==> src/rtl/sum_rd_quant_if.sv <==
// Output stream bundle of sum_rd_quant: FWFT FIFO head toward the output buffer writer.
// Ports: dout (data word), dv (valid), rdy (downstream ready); master drives dout/dv.
interface sum_rd_quant_if #(
    parameter int C_OSIZE = 8
);
    logic [C_OSIZE-1:0] dout;
    logic               dv;
    logic               rdy;

    modport master (output dout, output dv, input rdy);
    modport slave  (input dout, input dv, output rdy);
endinterface

==> src/rtl/sum_rd_quant.sv <==
// Sum RAM read-out: reads len partial sums in address order, adds bias, shifts,
// optional ReLU, saturates to C_OSIZE and streams them through a credit-throttled FWFT FIFO.
// Ports: I_clk/I_rst (sync, active-high), I_start/I_len/I_bias/I_shift/I_relu_en (run setup),
// O_raddr/I_rdata (sum RAM read port), obuf (dout/dv/rdy stream), O_busy, O_done.
// Build option: define SUM_RD_QUANT_ROUND_EN for round-half-up before the shift.
module sum_rd_quant #(
    parameter int C_DSIZE      = 24,
    parameter int C_ASIZE      = 10,
    parameter int C_OSIZE      = 8,
    parameter int C_SSIZE      = 5,
    parameter int C_RD_LAT     = 3,
    parameter int C_FIFO_DEPTH = 8
) (
    input  logic                      I_clk,
    input  logic                      I_rst,
    input  logic                      I_start,
    input  logic [C_ASIZE:0]          I_len,
    input  logic signed [C_DSIZE-1:0] I_bias,
    input  logic [C_SSIZE-1:0]        I_shift,
    input  logic                      I_relu_en,
    output logic [C_ASIZE-1:0]        O_raddr,
    input  logic signed [C_DSIZE-1:0] I_rdata,
    output logic                      O_busy,
    output logic                      O_done,
    sum_rd_quant_if.master            obuf
);
    localparam int PW = (C_FIFO_DEPTH > 1) ? $clog2(C_FIFO_DEPTH) : 1;
    // wide enough to hold fifo_cnt + inflight without overflow
    localparam int CW = $clog2(C_FIFO_DEPTH + 1) + 1;
    localparam int SW = C_DSIZE + 2;
    // room for the rounding constant at the largest shift
    localparam int RW = (SW + 1 > (1 << C_SSIZE) + 1) ? SW + 1 : (1 << C_SSIZE) + 1;
    localparam logic signed [RW-1:0] OMAX = RW'((1 << (C_OSIZE - 1)) - 1);
    localparam logic signed [RW-1:0] OMIN = ~OMAX;

    typedef enum logic [1:0] {IDLE, RD, DRAIN, DONE} state_t;
    state_t state, state_nxt;

    logic [C_ASIZE:0]          len_q, icnt, pcnt;
    logic signed [C_DSIZE-1:0] bias_q;
    logic [C_SSIZE-1:0]        shift_q;
    logic                      relu_q;
    logic [C_ASIZE-1:0]        raddr_q;
    logic [C_RD_LAT:0]         tok;
    logic [CW-1:0]             fifo_cnt, inflight;
    logic                      issue, accept, push, pop, credit;
    logic                      last_issue, last_pop;
    logic signed [SW-1:0]      s1;
    logic signed [RW-1:0]      s1x, shv;
    logic [C_OSIZE-1:0]        q_val;
    logic [C_OSIZE-1:0]        fifo_mem [C_FIFO_DEPTH];
    logic [PW-1:0]             wp, rp;

    assign credit     = (fifo_cnt + inflight) < CW'(C_FIFO_DEPTH);
    assign last_issue = (icnt == len_q - 1'b1);
    assign last_pop   = ((pcnt + {{C_ASIZE{1'b0}}, pop}) == len_q);
    assign push       = tok[C_RD_LAT];
    assign pop        = obuf.dv & obuf.rdy;
    assign obuf.dv    = (fifo_cnt != '0);
    assign obuf.dout  = obuf.dv ? fifo_mem[rp] : '0;
    assign O_busy     = (state != IDLE);
    assign O_done     = (state == DONE);
    assign O_raddr    = (state == IDLE) ? '0 :
                        (issue ? icnt[C_ASIZE-1:0] : raddr_q);

    always_ff @(posedge I_clk) begin
        if (I_rst) state <= IDLE;
        else       state <= state_nxt;
    end

    always_comb begin
        state_nxt = state;
        issue     = 1'b0;
        accept    = 1'b0;
        unique case (state)
            IDLE: begin
                if (I_start) begin
                    accept    = 1'b1;
                    state_nxt = (I_len == '0) ? DONE : RD;
                end
            end
            RD: begin
                if (credit) begin
                    issue = 1'b1;
                    if (last_issue) state_nxt = DRAIN;
                end
            end
            DRAIN: if (last_pop) state_nxt = DONE;
            DONE:  state_nxt = IDLE;
            default: state_nxt = IDLE;
        endcase
    end

    // run setup, counters, token pipeline and stage 1
    always_ff @(posedge I_clk) begin
        if (I_rst) begin
            len_q    <= '0;
            bias_q   <= '0;
            shift_q  <= '0;
            relu_q   <= 1'b0;
            icnt     <= '0;
            pcnt     <= '0;
            raddr_q  <= '0;
            tok      <= '0;
            inflight <= '0;
            s1       <= '0;
        end else begin
            if (accept) begin
                len_q   <= I_len;
                bias_q  <= I_bias;
                shift_q <= I_shift;
                relu_q  <= I_relu_en;
                icnt    <= '0;
                pcnt    <= '0;
            end else begin
                if (issue) icnt <= icnt + 1'b1;
                if (pop)   pcnt <= pcnt + 1'b1;
            end
            raddr_q <= O_raddr;
            tok     <= {tok[C_RD_LAT-1:0], issue};
            if (issue && !push)      inflight <= inflight + 1'b1;
            else if (!issue && push) inflight <= inflight - 1'b1;
            s1 <= {{2{I_rdata[C_DSIZE-1]}}, I_rdata}
                + {{2{bias_q[C_DSIZE-1]}}, bias_q};
        end
    end

    // stage 2: shift, ReLU, saturate; result goes straight into the FIFO
    assign s1x = {{(RW - SW){s1[SW-1]}}, s1};

`ifdef SUM_RD_QUANT_ROUND_EN
    logic signed [RW-1:0] rnd;
    assign rnd = (shift_q != '0) ? (RW'(1) << (shift_q - 1'b1)) : '0;
`endif

    always_comb begin
`ifdef SUM_RD_QUANT_ROUND_EN
        shv = (s1x + rnd) >>> shift_q;
`else
        shv = s1x >>> shift_q;
`endif
        if (relu_q && shv[RW-1]) shv = '0;
        if (shv > OMAX)      q_val = OMAX[C_OSIZE-1:0];
        else if (shv < OMIN) q_val = OMIN[C_OSIZE-1:0];
        else                 q_val = shv[C_OSIZE-1:0];
    end

    always_ff @(posedge I_clk) begin
        if (push) fifo_mem[wp] <= q_val;
    end

    always_ff @(posedge I_clk) begin
        if (I_rst) begin
            wp       <= '0;
            rp       <= '0;
            fifo_cnt <= '0;
        end else begin
            if (push) wp <= (wp == PW'(C_FIFO_DEPTH - 1)) ? '0 : wp + 1'b1;
            if (pop)  rp <= (rp == PW'(C_FIFO_DEPTH - 1)) ? '0 : rp + 1'b1;
            if (push && !pop)      fifo_cnt <= fifo_cnt + 1'b1;
            else if (!push && pop) fifo_cnt <= fifo_cnt - 1'b1;
        end
    end
endmodule

==> src/flat_wrapper.sv <==
// flat-port wrapper written by rule: the top's interface ports become plain ports
module sum_rd_quant_flat 
#(
    parameter int C_DSIZE      = 24,
    parameter int C_ASIZE      = 10,
    parameter int C_OSIZE      = 8,
    parameter int C_SSIZE      = 5,
    parameter int C_RD_LAT     = 3,
    parameter int C_FIFO_DEPTH = 8
)
  (I_clk, I_rst, I_start, I_len, I_bias, I_shift, I_relu_en, O_raddr, I_rdata, O_busy, O_done, obuf_dout, obuf_dv, obuf_rdy);
  sum_rd_quant_if #(.C_OSIZE(C_OSIZE)) obuf_i ();
  input  logic I_clk;
  input  logic I_rst;
  input  logic I_start;
  input  logic [C_ASIZE:0] I_len;
  input  logic signed [C_DSIZE-1:0] I_bias;
  input  logic [C_SSIZE-1:0] I_shift;
  input  logic I_relu_en;
  output logic [C_ASIZE-1:0] O_raddr;
  input  logic signed [C_DSIZE-1:0] I_rdata;
  output logic O_busy;
  output logic O_done;
  output wire logic [$bits(obuf_i.dout)-1:0] obuf_dout;
  output wire logic [$bits(obuf_i.dv)-1:0] obuf_dv;
  input wire logic [$bits(obuf_i.rdy)-1:0] obuf_rdy;
  assign obuf_dout = obuf_i.dout;
  assign obuf_dv = obuf_i.dv;
  assign obuf_i.rdy = obuf_rdy;
  sum_rd_quant #(.C_DSIZE(C_DSIZE), .C_ASIZE(C_ASIZE), .C_OSIZE(C_OSIZE), .C_SSIZE(C_SSIZE), .C_RD_LAT(C_RD_LAT), .C_FIFO_DEPTH(C_FIFO_DEPTH)) u_core (.I_clk(I_clk), .I_rst(I_rst), .I_start(I_start), .I_len(I_len), .I_bias(I_bias), .I_shift(I_shift), .I_relu_en(I_relu_en), .O_raddr(O_raddr), .I_rdata(I_rdata), .O_busy(O_busy), .O_done(O_done), .obuf(obuf_i));
endmodule
==> config.mk <==
export PLATFORM = sky130hd
export DESIGN_NAME = sum_rd_quant_flat
export DESIGN_NICKNAME = d
export VERILOG_FILES = /design/src/rtl/sum_rd_quant_if.sv /design/src/rtl/sum_rd_quant.sv /design/src/flat_wrapper.sv
export SDC_FILE = /design/constraint.sdc
export NUM_CORES = 1
export LEC_CHECK = 0
export CELL_PAD_IN_SITES_DETAIL_PLACEMENT = 1
export CELL_PAD_IN_SITES_GLOBAL_PLACEMENT = 2
export CORE_ASPECT_RATIO = 0.75
export CORE_UTILIZATION = 31
export CTS_CLUSTER_SIZE = 30
export DETAILED_ROUTE_END_ITERATION = 6
export PLACE_DENSITY_LB_ADDON = 0.1
export SETUP_SLACK_MARGIN = 0.3
export SLEW_MARGIN = 20
export SYNTH_ARGS = -nofsm -noshare
export SYNTH_HDL_FRONTEND = slang
export SYNTH_SLANG_ARGS = --single-unit
==> constraint.sdc <==
create_clock -name I_clk -period 6.9 [get_ports I_clk]
set_input_delay 1.035 -clock I_clk [delete_from_list [all_inputs] [get_ports I_clk]]
set_output_delay 1.035 -clock I_clk [all_outputs]
set_load 0.03 [all_outputs]
==> out/results.tsv, run 1 <==
metric	value	unit
status	finished clean	
fin area	12320	µm²
Setup CP Type	reg2out	
hold buffers post-CTS	0	
crit path from	u_core.fifo_cnt[1]	
hold slack	0.4362	ns
clk_skew	0.01242	ns
tool warning count	30	
Seq share, synth	0.4152	
post-layout util	0.3674	
crit path to	O_raddr[9]	
number of global-route vias before repair	8355	
Worst Hold End	u_core.tok[2]	
Async SR Flop Fraction	0	
Final Max Slew Viols	0	
yosys cell count	1081	
Final Critical Period	4.793	ns
Hold Fails Final Rpt	0	
FP Rows	58	
Final Wtd Congestion	0.7748	
initial antenna violation count	1	
clk_lat worst skew	0.45	ns
Seq. pwr	1470	µW
Fmax achieved	0.2086	GHz
Crit Path Max Fanout	14	
DP Area	11750	µm²
fp_density	0.3150	
Gate power share	0.413	
Worst path most repeated cell	nor2_1	
Worst Slack Setup Final	2.107	ns
Fin Setup TNS	0	ns
Nets	1255	
Largest Register	u_core.fifo_mem	
Critical Path AT	3.76	ns
fin cells	1597	
DR iter-0 viols	314	
CP cell instances	ha_1 > a31o_2 > a2111oi_0 > a211oi_1 > nand2b_1 > nor2_1 > a21oi_1 > nor2_1 > clkdlybuf4s50_1	
R2R setup slack	2.76	ns
max reg flops	64	
Worst Hold Launch	u_core.tok[1]	
core area	33530	µm²
Clk pwr share	0.234	
yosys adder share	0.06374	
Worst Tran Pin Value	1.032	ns
Critical-path top delay cell	clkdlybuf4s50_1	
==> run 1: critical path: cells and delay by family (launching register included) <==
kind | cells | cell delay [ns]
DFF | 1 | 0.43
adders and majority gates | 1 | 0.28
AOI/OAI and AO/OA | 4 | 0.92
buffers and inverters | 1 | 0.69
and+or+nand+nor | 3 | 0.99
==> run 1: routing by layer <==
layer,GRT usage,wire length (µm),up-vias
met5,0,0,-
met4,0.04255,232,0
met2,0.2506,11850,127
li1,-,-,4003
met3,0.02865,864,13
met1,0.2795,16870,3911
==> run 1: final cells by class <==
type | count | area (µm²)
Inverter | 34 | 130.1
Fill cell | 3775 | 21210
Sequential cell | 187 | 4385
Timing Repair Buffer | 96 | 940.9
Tap cell | 450 | 563.0
Multi-Input combinational cell | 798 | 5728
Clock buffer | 17 | 425.4
Clock inverter | 15 | 145.1
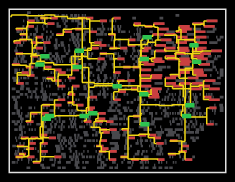
**Above:** run 1 (clock distribution).
(1 px per µm)
flip-flops: in red, count 187. clock-net drivers: in green, count 17. clock wires: in yellow, length 2700 µm.
Position of the flops: widely spread. There are 18 routed clock nets.

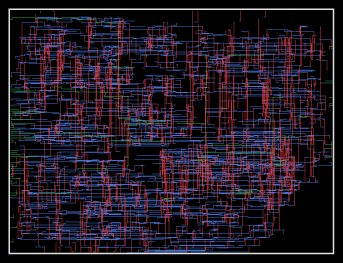
**Above:** run 1 (metal layers overlaid).
(1.5 px per µm)
M2: in red, wire length 11800 µm. M4: in orange, wire length 232 µm. M1: in blue, wire length 16900 µm. M3: in green, wire length 864 µm.

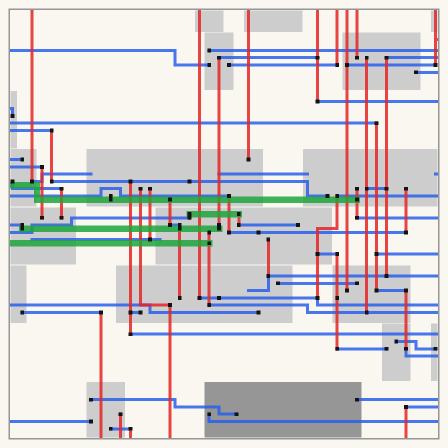
**Above:** run 1 (layout detail).
Window x 151 to 171, y 30 to 50 µm. Cells in gray, sequential cells in the stronger gray; small squares are vias.
M1: in blue. M3: in green. M2: in red.
Sequential cells in the window: 1. Most frequent: mux4_2 (4), nand2_1 (2), mux2i_1 (2). 11 logic cells have their middle in the window. Netlist names of flops here include u_core.s1 (1).

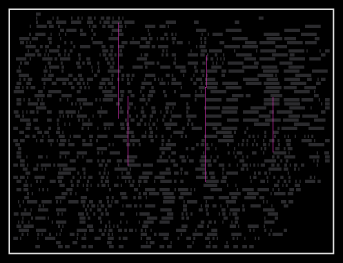
**Above:** run 1 (met4 routing).
(1.5 px per µm)
2 nets have wire on it. The layer carries 232 µm of wire.
vias: 8054
Routed WL: 29810 µm

**Run 1: routing congestion map**

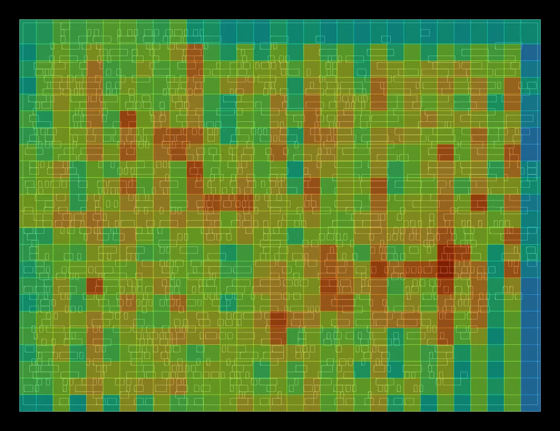

--- run 2 (diff from run 1) ---
- clock period: 6.9 -> 4.48 ns (I/O delays scaled with it)
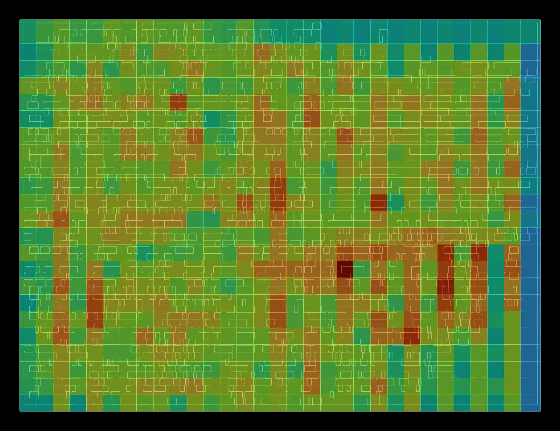
**Above:** run 2 (routing congestion map).
routing usage on met3: 0.03727
met1 Track Usage GR: 0.2754
post-layout util: 0.3700

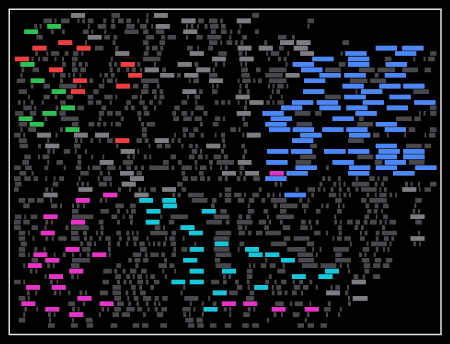
**Above:** run 2 (where the registers sit).
(2 px per µm)
u_core.raddr_q: in green, placed flops 10. u_core.s1: in cyan, placed flops 25, where bottom center. u_core.fifo_mem: in blue, placed flops 64. u_core.bias_q: in magenta, placed flops 24. u_core.icnt: in red, placed flops 11, where upper left.
Another 53 sequential cells are not colored.
Register Area: 4385 µm²
sequential fraction of total cell area: 0.3535
Seq. pwr: 2300 µW

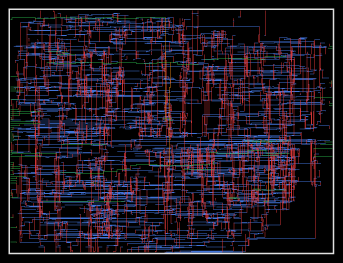
**Above:** run 2 (metal layers overlaid).
(1.5 px per µm)
M2: in red, wire length 11900 µm. M1: in blue, wire length 16700 µm. M4: in orange, wire length 159 µm. M3: in green, wire length 976 µm.

==> run 2 against run 1 <==
Against the previous run: worst hold slack better by 0.0017 ns; routed wire length down 0.29%; die area unchanged; power up 56%; register-to-register slack worse by 2.0 ns; cell count up 0.38%; non-clock buffer count up 6; clock skew down 0.00065 ns; first-iteration DRC count up 22%; critical path type is now reg2reg; largest power group unchanged.
==> out/results.tsv, run 2 <==
metric	value	unit	change
CP cell instances	ha_1 > a31o_2 > a2111oi_0 > a211oi_1 > nand2b_1 > buf_4 > inv_4 > ha_1 > inv_1 > fa_1 > a21o_1 > a21oi_1 > xnor2_1 > or3_1 > a21oi_1		
Final Max Slew Viols	0		unchanged
Critical-path top delay cell	dfxtp_1		
DR iter-0 viols	383		+22%
Final non-clock buffer share	0.08150		+0.005117
max reg flops	64		unchanged
Inverters, non-clock	34		unchanged
Fin Setup TNS	0	ns	unchanged
Hold Fails Final Rpt	0		unchanged
Worst Slack Setup Final	0.7225	ns	-1.385 ns
yosys adder share	0.06374		unchanged
Setup CP Type	reg2reg		
vias	8053		-0.012%
Largest Register	u_core.fifo_mem		
Comb area share	0.4620		-0.003033
Worst Tran Pin Value	1.033	ns	+0.0005063 ns
fin cells	1603		+0.38%
status	finished clean		
Async SR Flop Fraction	0		unchanged
Seq share, synth	0.4152		unchanged
Seq cells	187		unchanged
Buf/Inv on CP	3		+2
Worst Hold Launch	u_core.tok[0]		
fin area	12400	µm²	+0.70%
num tapcells	450		unchanged
delay-heaviest family, CP	AND-OR/OR-AND gates		
initial antenna violation count	0		-1
Fmax achieved	0.2661	GHz	
WP depth	15		+6
ClkCell Share	0.04711		+0.0007874
nonclk buf count	102		+6.3%
FP Rows	58		unchanged
Crit Path Max Fanout	14		unchanged
DP Area	11790	µm²	+0.38%
Final Wtd Congestion	0.7663		-1.1%
R2R setup slack	0.72	ns	-2.04 ns
yosys cell count	1081		unchanged
Critical Path AT	4.13	ns	+0.37 ns
Fillers	3766		-0.24%
Final Critical Period	3.758	ns	
Worst Hold End	u_core.tok[1]		
logic area	5731	µm²	about the same
Nets	1261		+0.48%
fp_density	0.3150		unchanged
core area	33530	µm²	unchanged
clkbuf count	19		+2
[run 2: cell counts after synthesis]
Identical to the previous run, type by type.
[run 2: per-layer routing]
metal / part of all wire / routed length [µm] / vias up / track usage
li1: - / - / 4019 / -
met1: 0.56 / 16710 / 3919 / 0.2754
met2: 0.40 / 11880 / 108 / 0.2478
met3: 0.033 / 975 / 7 / 0.03727
met4: 0.0053 / 159 / 0 / 0.03159
met5: 0 / 0 / - / 0
[run 2: report_power, final]
group / internal [µW] / switching [µW]
combinational: 1170 / 1480
clock: 817 / 727
sequential: 1990 / 311
total: 3970 / 2520
[run 2: repair_timing]
action	in CTS	in global routing
hold buffers	0	0
endpoints found under the setup margin	0	10
resized	0	10
**Run 2: clock distribution**

(1 px per µm)
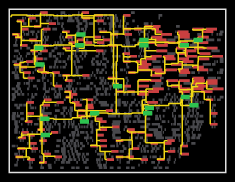

--- run 3 (diff from run 2) ---
- clock period: 4.48 -> 3.08 ns (I/O delays scaled with it)
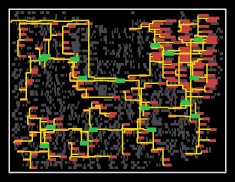
**Above:** run 3 (clock distribution).
(1 px per µm)
clock-net drivers: in green, count 17. clock wires: in yellow, length 2620 µm. flip-flops: in red, count 187.
There are 18 routed clock nets. Position of the flops: widely spread.

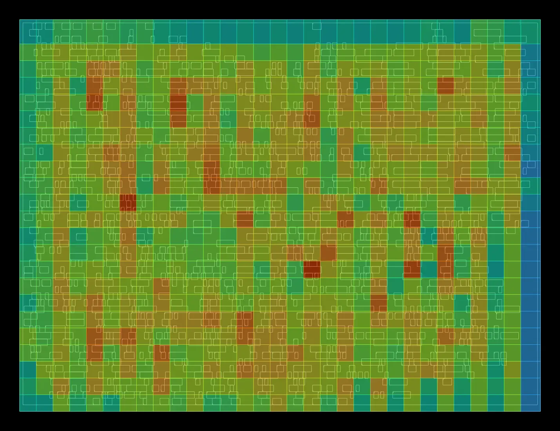
**Above:** run 3 (routing congestion map).
gr busiest metal: met1
post-layout util: 0.4029
global-route usage over all layers: 0.1713
met1 Track Usage GR: 0.2602

==> run 3 against run 2 <==
Against the previous run: synthesized cell count did not move; via count grew 3.7%; worst setup slack worse by 0.64 ns; largest cell class unchanged; critical endpoint is now O_raddr[3].
==> out/results.tsv, run 3 <==
metric	value	unit	change
vias	8350		+3.7%
Die Area	34820	µm²	
delay-heaviest family, CP	AND-OR/OR-AND gates		
num tapcells	450		unchanged
Gate power share	0.466		+0.058
clkbuf count	17		-2
fin area	13510	µm²	+8.9%
hold buffers post-CTS	0		unchanged
Async SR Flop Fraction	0		unchanged
DR iter-0 viols	346		-9.7%
root buffer cell	clkbuf_16		
number of global-route vias before repair	8456		
WP depth	9		-6
Reg power frac	0.313		-0.041
Floorplan Nets	1202		
Critical-path top delay cell	dfxtp_4		
Fin Setup TNS	0	ns	unchanged
Final Critical Period	3.001	ns	
post-DR wirelength/cell	17.19	µm	
Final Wtd Congestion	0.7574		-1.2%
Mapped Area	10560	µm²	
fp_density	0.3150		unchanged
Fmax achieved	0.3332	GHz	
post-cts resize count	47		+47
Nets	1341		+6.3%
yosys cell count	1081		unchanged
Sw Ratio	0.3879		about the same
CTS buffer count	17		
commonest cells in the netlist	nand2_1, dfxtp_1, a21oi_1, nor2_1, edfxtp_1		
Worst Hold End	u_core.tok[3]		
Final Max Slew Viols	0		unchanged
core area	33530	µm²	unchanged
nonclk buf count	182		+78%
Hold Crit Class	reg2reg		
Seq cells	187		unchanged
Worst Tran Pin Value	0.9621	ns	-0.07066 ns
Largest Register	u_core.fifo_mem		
Worst Hold Launch	u_core.tok[2]		
aoi share	0.1267		
Critical Path AT	2.54	ns	-1.59 ns
Seq. pwr	3260	µW	+42%
Worst Slack Setup Final	0.07852	ns	-0.6440 ns
Comb area share	0.4544		-0.007596
FP Rows	58		unchanged
Inverters, non-clock	34		unchanged
hold slack	0.4403	ns	
most numerous logic cells after layout	nand2_1, dfxtp_1, a21oi_1		
P_comb	4840	µW	+83%
sequential fraction of total cell area	0.3265		-0.02700
Int Pwr	6362	µW	+60%
Clock net power	2290	µW	+49%
ClkCell Share	0.04595		-0.001158
logic area	6137	µm²	+7.1%
yosys adder share	0.06374		unchanged
Setup CP Type	reg2out		
ant diodes	0		
Syn Area/Cell	9.769	µm²	
R2R setup slack	0.08	ns	-0.64 ns
sw power	4032	µW	+60%
Register Area	4410	µm²	+0.57%
Seq share, synth	0.4152		unchanged
Fillers	3773		+0.19%
max reg flops	64		unchanged
status	finished clean		
DP Area	12390	µm²	+5.0%
Clk pwr share	0.221		-0.017
Hold Fails Final Rpt	0		unchanged
Final non-clock buffer share	0.1211		+0.03957
Crit Path Max Fanout	13		-1
Buf/Inv on CP	2		-1
comb area leader	simple AND/OR/NAND/NOR gates		
CP cell instances	ha_4 > a31o_4 > a2111oi_4 > a211oi_2 > nand2b_4 > buf_12 > mux2i_4 > nor2_1 > buf_4		
fin cells	1683		+5.0%
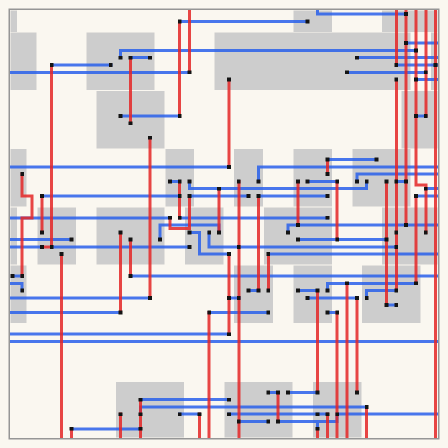
**Above:** run 3 (layout detail).
Window x 151 to 171, y 30 to 50 µm. Cells in gray, sequential cells in the stronger gray; small squares are vias.
M2: in red. M1: in blue.
Most frequent: o21ai_0 (3). Sequential cells in the window: 0. 17 logic cells have their middle in the window.

run 3: cell types whose count changed in the layout (fill, tap and decap cells not counted), moves of 8 or more:
cell / delta
mux2i_1: -9
dlygate4sd2_1: +9
clkdlybuf4s50_1: -9
dfxtp_1: -10
buf_4: +72
buf_6: +16
dlymetal6s2s_1: -10
o21ai_0: -9
ha_1: -8
ha_4: +8
run 3: per-layer routing:
| layer | up-vias | GRT usage | part of all wire |
|---|---|---|---|
| li1 | 4186 | - | - |
| met1 | 4053 | 0.2602 | 0.54 |
| met2 | 100 | 0.2491 | 0.42 |
| met3 | 11 | 0.03408 | 0.030 |
| met4 | 0 | 0.03385 | 0.0057 |
| met5 | - | 0 | 0 |
No activity file was given, so power comes from the tool's default toggle rates.
